[src/rtl/spectro_frame_serializer.sv]
// Frame-periodic snapshot of the impulse counters, streamed out as one
// {ovf, ch_idx, count} word per channel over a valid/ready interface.
module spectro_frame_serializer #(
    parameter int N_CH         = 8,
    parameter int CNT_W        = 12,
    parameter int FRAME_CYCLES = 50000,
    parameter int SETTLE       = 2,
    parameter int CLR          = 2
) (
    input  logic                    clk,
    input  logic                    reset,
    input  logic                    run,
    input  logic [N_CH*CNT_W-1:0]   cnt_data,
    input  logic [N_CH-1:0]         cnt_ovf,
    output logic                    cnt_hold,
    output logic                    cnt_clear,
    output logic [15:0]             out_data,
    output logic                    out_valid,
    input  logic                    out_ready,
    output logic                    out_last,
    output logic                    overrun
);

    localparam int TW = $clog2(FRAME_CYCLES);

    typedef enum logic [2:0] {
        S_IDLE,
        S_HOLD,
        S_CAPTURE,
        S_CLEAR,
        S_STREAM
    } state_t;

    state_t             r_state;
    logic [TW-1:0]      r_timer;
    logic [7:0]         r_sub;
    logic [2:0]         r_ch;
    logic [CNT_W-1:0]   r_snap_cnt [N_CH];
    logic [N_CH-1:0]    r_snap_ovf;
    logic               w_tick;

    assign w_tick = run && (r_timer == TW'(FRAME_CYCLES - 1));

    function automatic logic [15:0] f_word(input logic [2:0] ch);
        return {r_snap_ovf[ch], ch, r_snap_cnt[ch]};
    endfunction

    always_ff @(posedge clk) begin
        if (reset || !run || w_tick) begin
            r_timer <= '0;
        end else begin
            r_timer <= r_timer + TW'(1);
        end
    end

    // Snapshot needs no reset: it is only read in STREAM, after a fresh capture.
    always_ff @(posedge clk) begin
        if (r_state == S_CAPTURE) begin
            for (int unsigned k = 0; k < N_CH; k++) begin
                r_snap_cnt[k] <= cnt_data[k*CNT_W +: CNT_W];
            end
            r_snap_ovf <= cnt_ovf;
        end
    end

    always_ff @(posedge clk) begin
        if (reset) begin
            r_state   <= S_IDLE;
            r_sub     <= '0;
            r_ch      <= '0;
            cnt_hold  <= 1'b0;
            cnt_clear <= 1'b0;
            out_data  <= '0;
            out_valid <= 1'b0;
            out_last  <= 1'b0;
            overrun   <= 1'b0;
        end else begin
            if (w_tick && r_state != S_IDLE) begin
                overrun <= 1'b1;
            end
            case (r_state)
                S_IDLE: begin
                    if (w_tick) begin
                        r_state  <= S_HOLD;
                        r_sub    <= '0;
                        cnt_hold <= 1'b1;
                    end
                end
                S_HOLD: begin
                    if (r_sub == 8'(SETTLE - 1)) begin
                        r_state <= S_CAPTURE;
                        r_sub   <= '0;
                    end else begin
                        r_sub <= r_sub + 8'd1;
                    end
                end
                S_CAPTURE: begin
                    r_state   <= S_CLEAR;
                    r_sub     <= '0;
                    cnt_clear <= 1'b1;
                end
                S_CLEAR: begin
                    if (r_sub == 8'(CLR - 1)) begin
                        r_state   <= S_STREAM;
                        r_sub     <= '0;
                        cnt_hold  <= 1'b0;
                        cnt_clear <= 1'b0;
                        r_ch      <= '0;
                        out_data  <= f_word(3'd0);
                        out_valid <= 1'b1;
                        out_last  <= (N_CH == 1);
                    end else begin
                        r_sub <= r_sub + 8'd1;
                    end
                end
                S_STREAM: begin
                    if (out_ready) begin
                        if (r_ch == 3'(N_CH - 1)) begin
                            r_state   <= S_IDLE;
                            out_valid <= 1'b0;
                            out_last  <= 1'b0;
                        end else begin
                            r_ch     <= r_ch + 3'd1;
                            out_data <= f_word(r_ch + 3'd1);
                            out_last <= ((r_ch + 3'd1) == 3'(N_CH - 1));
                        end
                    end
                end
                default: r_state <= S_IDLE;
            endcase
        end
    end

endmodule

[config.mk]
export PLATFORM = sky130hd
export DESIGN_NAME = spectro_frame_serializer
export DESIGN_NICKNAME = d
export VERILOG_FILES = /design/src/rtl/spectro_frame_serializer.sv
export SDC_FILE = /design/constraint.sdc
export NUM_CORES = 1
export LEC_CHECK = 0
export ABC_AREA = 1
export CORE_MARGIN = 8
export CORE_UTILIZATION = 25
export CTS_CLUSTER_DIAMETER = 80
export CTS_CLUSTER_SIZE = 24
export DETAILED_ROUTE_END_ITERATION = 12
export GPL_TIMING_DRIVEN = 0
export PLACE_DENSITY_LB_ADDON = 0.12
export SLEW_MARGIN = 5
export SYNTH_ARGS = -nofsm -noshare
export SYNTH_HDL_FRONTEND = slang
export SYNTH_SLANG_ARGS = --single-unit
[constraint.sdc]
create_clock -name clk -period 3.5 [get_ports clk]
set_clock_uncertainty 0.1 [all_clocks]
set_input_delay 0.7 -clock clk [delete_from_list [all_inputs] [get_ports clk]]
set_output_delay 0.7 -clock clk [all_outputs]
set_load 0.01 [all_outputs]
Fig. 1: run 1, local utilization
(2 px per um) The die is cut into 18 by 18 equal tiles; white is low, dark blue is high, 0 to 100% covered.
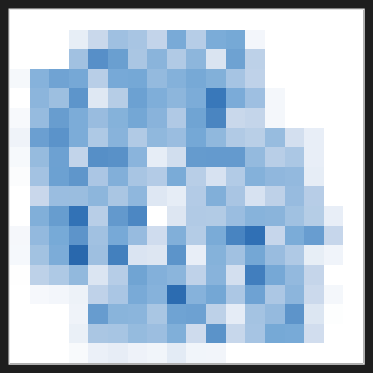
mean over tiles = 27%
fullest tile = 78%
emptiest ninth of the die = north-east
nearly empty tiles = 27%
tiles over 75% full = 0.60%

Fig. 2: run 1, metal 4
(3 px per um) Supply wires on this layer in grey. Cells faint in the background.
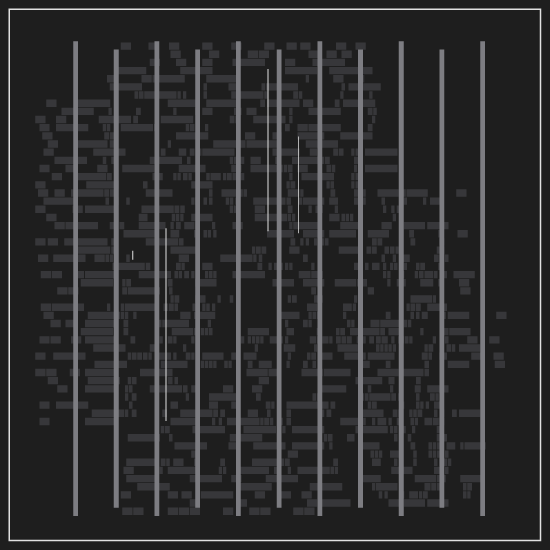
nets with wire on the layer = 3
longest straight run = 63.9 um
main direction = vertical
wire length on this layer = 152 um
vias after detailed routing: 4907
wire length reported by the detailed router: 18500 um

==> metrics.cfg, run 1 <==
[status]
outcome = complete, no violations

[setup_path]
path_delay_family = buffers and inverters
cp_cell_sequence = buf_2 > inv_2 > buf_2 > ha_1 > buf_2 > clkbuf_1 > o21ai_0 > o21ai_0 > nand2_1 > nand3_1 > nor2_1 > nor2_1
r2r.worst_path.cells = 12
r2r_slack_ps = 400
worst_r2r_endpoint = out_data[1]

[synth]
syn-instance-count = 677
syn-cell-area_um2 = 6450
post_synth_simple_gate_area = 0.230
synth.ff_latch_count = 152
synthTopCellsByCount = sky130_fd_sc_hd__nand2_1, sky130_fd_sc_hd__nor2_1, sky130_fd_sc_hd__edfxtp_1
synth_warnings = 0
post-synth-top-area-fraction = 0.484
ys_async_sr_fraction = 0
post-synth-top-area-cell = sky130_fd_sc_hd__edfxtp_1

[final_timing]
maxSlewViolCount = 0
finalWorstSetupSlack_ps = 402
rsz_0062_raised_after_global_routing = false

[pwr]
pg_clk_mw = 1.83
cell_internal_pwr_mw = 3.07
power.net_switching_mw = 0.911
top_power_group = registers

[layout]
area_growth_from_synthesis_to_layout_pct = 35.8
n_sequential_cell = 152
finalCoreUtilization = 0.347
seq_area_um2 = 4080
top_area_cell_class = flip-flops and latches
antennaDiodeCount = 0

[worst_hold_path]
hold-path-endpoint = cnt_hold

[grt]
first_global_vias = 5015
globalRouteOverflowTotal = 0

[detailed_routing]
drc = 0
avgRoutedWirePerCell_um = 15.8
via_per_inst = 4.20

[placed_design]
post_dp_cell_area_um2 = 8170
detailedPlace.worstSlack_ps = 291
detailed_placer_s_ending_hpwl_um = 13600

[clocking]
cts_setup_buffers = 0
cts.reportedPaths.clkPinSlew_ps = 70
clock_tree.htree_level_count = 4

[die]
fp.dieW_um = 177

Fig. 3: run 1, sequential cells grouped by signal name
(3 px per um) Other sequential cells in the stronger grey, the rest of the logic in the fainter grey.
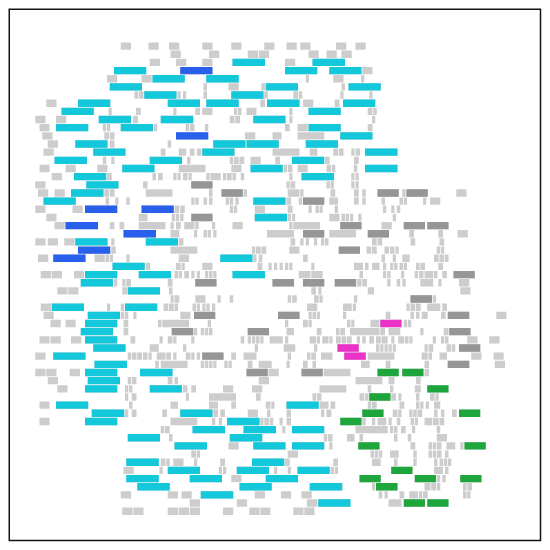
r_snap_ovf -> blue  # placed flops 8, where west
r_timer -> green  # placed flops 16, where south-east
r_state -> magenta  # placed flops 3
r_snap_cnt -> cyan  # placed flops 96

run 1: cell usage in the layout, fill, tap and decap left out, drive strengths merged, types with 14 or more instances in the layout:
master and n:
edfxtp 104, nand3 65, buf 14, dfxtp 48, clkdlybuf4s50 128, clkbuf 29, a21oi 23, o21ai 61
inv 53, nand2 143, nor2 130
run 1: registers in the layout (all words and copies together) (netlist names):
signal      count
overrun         1
r_sub           8
out_last        1
out_data       16
r_state         3
cnt_hold        1
out_valid       1
cnt_clear       1
r_snap_ovf      8
r_timer        16
r_snap_cnt     96
run 1: layer usage:
layer | vias up | track usage
met2 | 97 | 0.198
met3 | 13 | 0.0348
li1 | 2558 | -
met4 | 2 | 0.0354
met5 | - | 0
met1 | 2237 | 0.149
==> run 1 -> run 2 <==
--- a/config.mk
+++ b/config.mk
@@ -8,6 +8,7 @@
 export ABC_AREA = 1
 export CORE_MARGIN = 8
 export CORE_UTILIZATION = 25
+export CTS_BUF_LIST = sky130_fd_sc_hd__clkbuf_2 sky130_fd_sc_hd__clkbuf_4 sky130_fd_sc_hd__clkbuf_8
 export CTS_CLUSTER_DIAMETER = 80
 export CTS_CLUSTER_SIZE = 24
 export DETAILED_ROUTE_END_ITERATION = 12
Fig. 4: run 2, sequential cells grouped by signal name
(3 px per um) Other sequential cells in the stronger grey, the rest of the logic in the fainter grey.
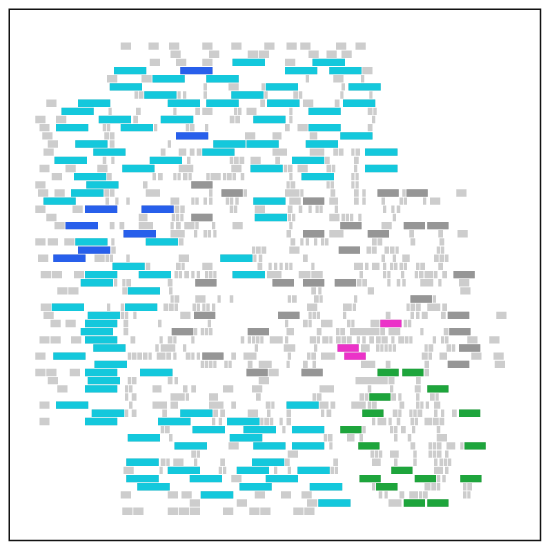
r_timer -> green  # placed flops 16, where south-east
r_state -> magenta  # placed flops 3
r_snap_cnt -> cyan  # placed flops 96
r_snap_ovf -> blue  # placed flops 8, where west

Fig. 5: run 2, metal layers overlaid
(3 px per um)
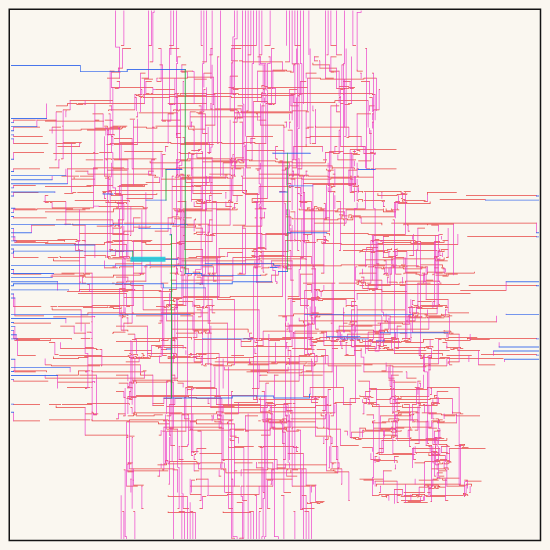
metal 4 -> green  # wire length 175 um
metal 1 -> red  # wire length 8390 um
metal 2 -> magenta  # wire length 8860 um
metal 3 -> blue  # wire length 1010 um
metal 5 -> cyan  # wire length 10.1 um
wire length reported by the detailed router: 18400 um
all-layer global routing usage: 0.120
average wire per cell in the routed design: 15.8 um

==> run 2 against run 1 <==
Design area fell by 2.2%. Clock power shrank 26%. Combinational power about the same. Sequential cell count is the same. Largest cell class unchanged. Register-to-register slack gained 40 ps. Synthesized cell count did not move.
==> metrics.cfg, run 2 <==
[pwr]
ir_drop_uv = 190
leakage_nw = 3.02
combPwrFrac = 0.060
pwr_density_cell_nw_per_um2 = 409
share_seq_of_total_power = 0.554
cell_internal_pwr_mw = 2.65
p_clk_frac = 0.387
power.net_switching_mw = 0.855

[clocking]
cts.reportedPaths.clkPinSlew_ps = 90
cts_setup_buffers = 0
clock_tree.htree_level_count = 4

[layout]
largestRegisters = r_snap_cnt: 96 flops, out_data: 16 flops, r_timer: 16 flops
seq_area_um2 = 4080
layout.cells.most_common_list = sky130_fd_sc_hd__nand2_1, sky130_fd_sc_hd__clkdlybuf4s50_1, sky130_fd_sc_hd__nor2_1
largest_register = r_snap_cnt
n_sequential_cell = 152
final-comb-area_um2 = 2070
antennaDiodeCount = 0
finalCoreUtilization = 0.339
area_growth_from_synthesis_to_layout_pct = 32.8
finish.cell_count_without_fillers = 1168
seq_share = 0.477
largest_reg_flops = 96
layout_top_cell_excl_fill_tap = sky130_fd_sc_hd__nand2_1
top_area_cell_class = flip-flops and latches

[synth]
post-synth-top-area-cell = sky130_fd_sc_hd__edfxtp_1
synth.ff_latch_count = 152
post_synth_aoi_oai_area = 0.0681
post-synth-top-area-fraction = 0.484
synth_dominant_cell_count = sky130_fd_sc_hd__nand2_1
syn-instance-count = 677
synthDistinctLibCells = 31
ys_async_sr_fraction = 0
syn-cell-area_um2 = 6450
post_synth_simple_gate_area = 0.230
xor_share = 0.0109
synth_warnings = 0
synth.mux.area_fraction = 0
syn_avg_cell_area_um2 = 9.52
synthesis.nets = 791
synthTopCellsByCount = sky130_fd_sc_hd__nand2_1, sky130_fd_sc_hd__nor2_1, sky130_fd_sc_hd__edfxtp_1

[die]
fp.dieW_um = 177

[grt]
top_usage_layer = met2
globalRouteOverflowTotal = 0
first_global_vias = 5037
grt_use_met2 = 0.197
use_met1 = 0.149
gr-usage-met3 = 0.0406

[detailed_routing]
via_per_inst = 4.19
drc = 0
via_count = 4894

[setup_path]
cp.required_ps = 3790
r2r_slack_ps = 440
cpPeakStageDelay_ps = 470
path_delay_family = buffers and inverters
cp_cell_sequence = buf_2 > inv_2 > buf_2 > ha_1 > buf_2 > clkbuf_1 > o21ai_0 > o21ai_0 > nand2_1 > nand3_1 > nor2_1 > nor2_1
worst_r2r_endpoint = out_data[1]
cp_max_fo = 10
r2r.worst_path.cells = 12
crit_arrival_ps = 3350

[placed_design]
post_dp_cell_area_um2 = 8170
placed_cells = 1136
detailedPlace.worstSlack_ps = 291
detailed_placer_s_ending_hpwl_um = 13600

[final_timing]
max-slew-margin-rel = 0.577
rsz_0062_raised_after_global_routing = false
maxSlewViolCount = 0
finalWorstSetupSlack_ps = 438
timing.fmax_mhz = 327

[status]
outcome = complete, no violations

[worst_hold_path]
hold-path-endpoint = cnt_hold
hold_path.class = reg -> reg

[job]
warning_count = 28

run 2: cell counts in the layout (fill, tap and decap cells not counted):
No cell type changed its count.
run 2: kinds of logic after synthesis:
logic type,after synthesis
AND/OR/NAND/NOR,354
buffers and inverters,71
flip-flops,152
adder cells (fa/ha/maj),6
XOR/XNOR,8
AND-OR/OR-AND,86
run 2: power groups by stage:
stage	clock (mW)	combinational (mW)	sequential, mW
detailed placement	0	0.212	1.98
CTS	1.41	0.212	1.94
global route	1.49	0.228	1.94
global placement	0	0.210	1.98
finish	1.35	0.209	1.94
floorplan	0	0.0577	1.98
run 2: metal layers:
| metal | up-vias | share of wire |
|---|---|---|
| met5 | - | 0.00054 |
| met4 | 2 | 0.0094 |
| met3 | 14 | 0.055 |
| met2 | 99 | 0.48 |
| met1 | 2228 | 0.45 |
| li1 | 2551 | - |
==> run 2 -> run 3 <==
--- a/config.mk
+++ b/config.mk
@@ -6,6 +6,10 @@
 export NUM_CORES = 1
 export LEC_CHECK = 0
 export ABC_AREA = 1
+export CAP_MARGIN = 20
+export CELL_PAD_IN_SITES_DETAIL_PLACEMENT = 0
+export CELL_PAD_IN_SITES_GLOBAL_PLACEMENT = 1
+export CORE_ASPECT_RATIO = 0.9
 export CORE_MARGIN = 8
 export CORE_UTILIZATION = 25
 export CTS_BUF_LIST = sky130_fd_sc_hd__clkbuf_2 sky130_fd_sc_hd__clkbuf_4 sky130_fd_sc_hd__clkbuf_8
Fig. 6: run 3, local utilization
(2 px per um) The die is cut into 19 by 17 equal tiles; white is low, dark blue is high, 0 to 100% covered.
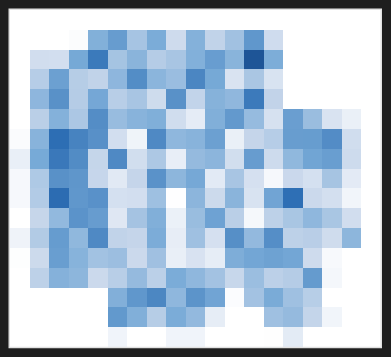
nearly empty tiles = 29%
mean over tiles = 26%
fullest tile = 85%
emptiest ninth of the die = north-east
densest ninth of the die = west
starting density of the core: 0.255
final core utilization: 0.340
area of the core: 25300 um2

Fig. 7: run 3, metal layers overlaid
(2 px per um)
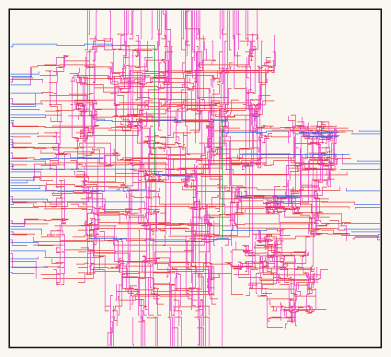
metal 4 -> green  # wire length 129 um
metal 3 -> blue  # wire length 1290 um
metal 1 -> red  # wire length 8470 um
metal 2 -> magenta  # wire length 8550 um
vias after detailed routing: 5033
average wire per cell in the routed design: 15.6 um
wire length reported by the detailed router: 18400 um

==> run 3 against run 2 <==
First-iteration DRC count is 18% lower. Global-route usage hardly changed. Final cell count is 1.0% higher. Design area is 0.41% higher. Hold slack worse by 3.0 ps. Fmax is 0.25% higher. Highest routed layer is now met4. Count of clock-buffer cells in the layout stayed put. Sequential share of layout area is 0.19 points lower. Die area hardly changed. Clock power is 3% higher. Combinational power hardly changed. Core utilization is 0.14 points higher. Critical endpoint is now out_data[0].
==> metrics.cfg, run 3 <==
[synth]
post_synth_simple_gate_area = 0.230
synthesis.nets = 791
post-synth-top-area-cell = sky130_fd_sc_hd__edfxtp_1
post_synth_aoi_oai_area = 0.0681
synth.ff_latch_count = 152
post-synth-top-area-fraction = 0.484
synth.mux.area_fraction = 0
syn_avg_cell_area_um2 = 9.52
xor_share = 0.0109
syn-instance-count = 677
synth_dominant_cell_count = sky130_fd_sc_hd__nand2_1
synthDistinctLibCells = 31

[layout]
nets = 939
final-comb-area_um2 = 2070
seq_area_um2 = 4080
largest_reg_flops = 96
layout_top_cell_excl_fill_tap = sky130_fd_sc_hd__nand2_1
antennaDiodeCount = 0
largest_register = r_snap_cnt
area_growth_from_synthesis_to_layout_pct = 33.3
largestRegisters = r_snap_cnt: 96 flops, out_data: 16 flops, r_timer: 16 flops

[setup_path]
cp_max_fo = 10
path_delay_family = buffers and inverters
cp.required_ps = 3800
cpPeakStageDelay_ps = 400
r2r.worst_path.cells = 12
crit_arrival_ps = 3350

[grt]
gr-usage-met3 = 0.0469
globalRouteOverflowTotal = 0
top_usage_layer = met2
grt_use_met2 = 0.194
grt_usage = 0.120
first_global_vias = 5191

[final_timing]
max-slew-margin-rel = 0.554
finalSetupViolCount = 0
timing.fmax_mhz = 327
rsz_0062_raised_after_global_routing = false

[placed_design]
placed_cells = 1148
detailed_placer_s_ending_hpwl_um = 13800
post_dp_cell_area_um2 = 8190

[pwr]
power.combinational.total_mw = 0.212
p_clk_frac = 0.393
pg_clk_mw = 1.39
share_seq_of_total_power = 0.547
sequentialPower_mw = 1.94
pwr_density_cell_nw_per_um2 = 412
leakage_nw = 3.04
ir_drop_uv = 206
combPwrFrac = 0.060
power.net_switching_mw = 0.878

[job]
warning_count = 28

[detailed_routing]
via_per_inst = 4.27
wl_met1_um = 8470
met2RoutedLength_um = 8550
dr_wl_met3_um = 1290
route.top_layer_used = met4

[clocking]
cts_setup_buffers = 0
cts.reportedPaths.clkPinSlew_ps = 100
cts_max_path_buffers = 2

[status]
outcome = complete, no violations

[worst_hold_path]
hold_path.class = reg -> reg

-- run 3: final timing paths --
kind | startpoint | endpoint | slack (ps)
hold / removal | r_timer[0] | r_timer[0] | 360
hold reg to reg | r_timer[0] | r_timer[0] | 360
setup / recovery | out_data[12] | out_data[0] | 450
setup reg to reg | out_data[12] | out_data[0] | 450
-- run 3: area by class of cell --
type,instances,area share
plain buffers,25,0.0141
inverters,46,0.0204
well taps,342,0.0498
multi-input cells,454,0.241
clock inverters,15,0.0205
flip-flops and latches,152,0.475
clock buffers,17,0.0272
repair buffers,129,0.152
-- run 3: kinds of logic after synthesis --
logic type,Yosys count
compound gates,86
xor+xnor,8
buf+inv,71
simple gates,354
flops,152
fa+ha+maj,6
Power and IR drop assume default switching activity.
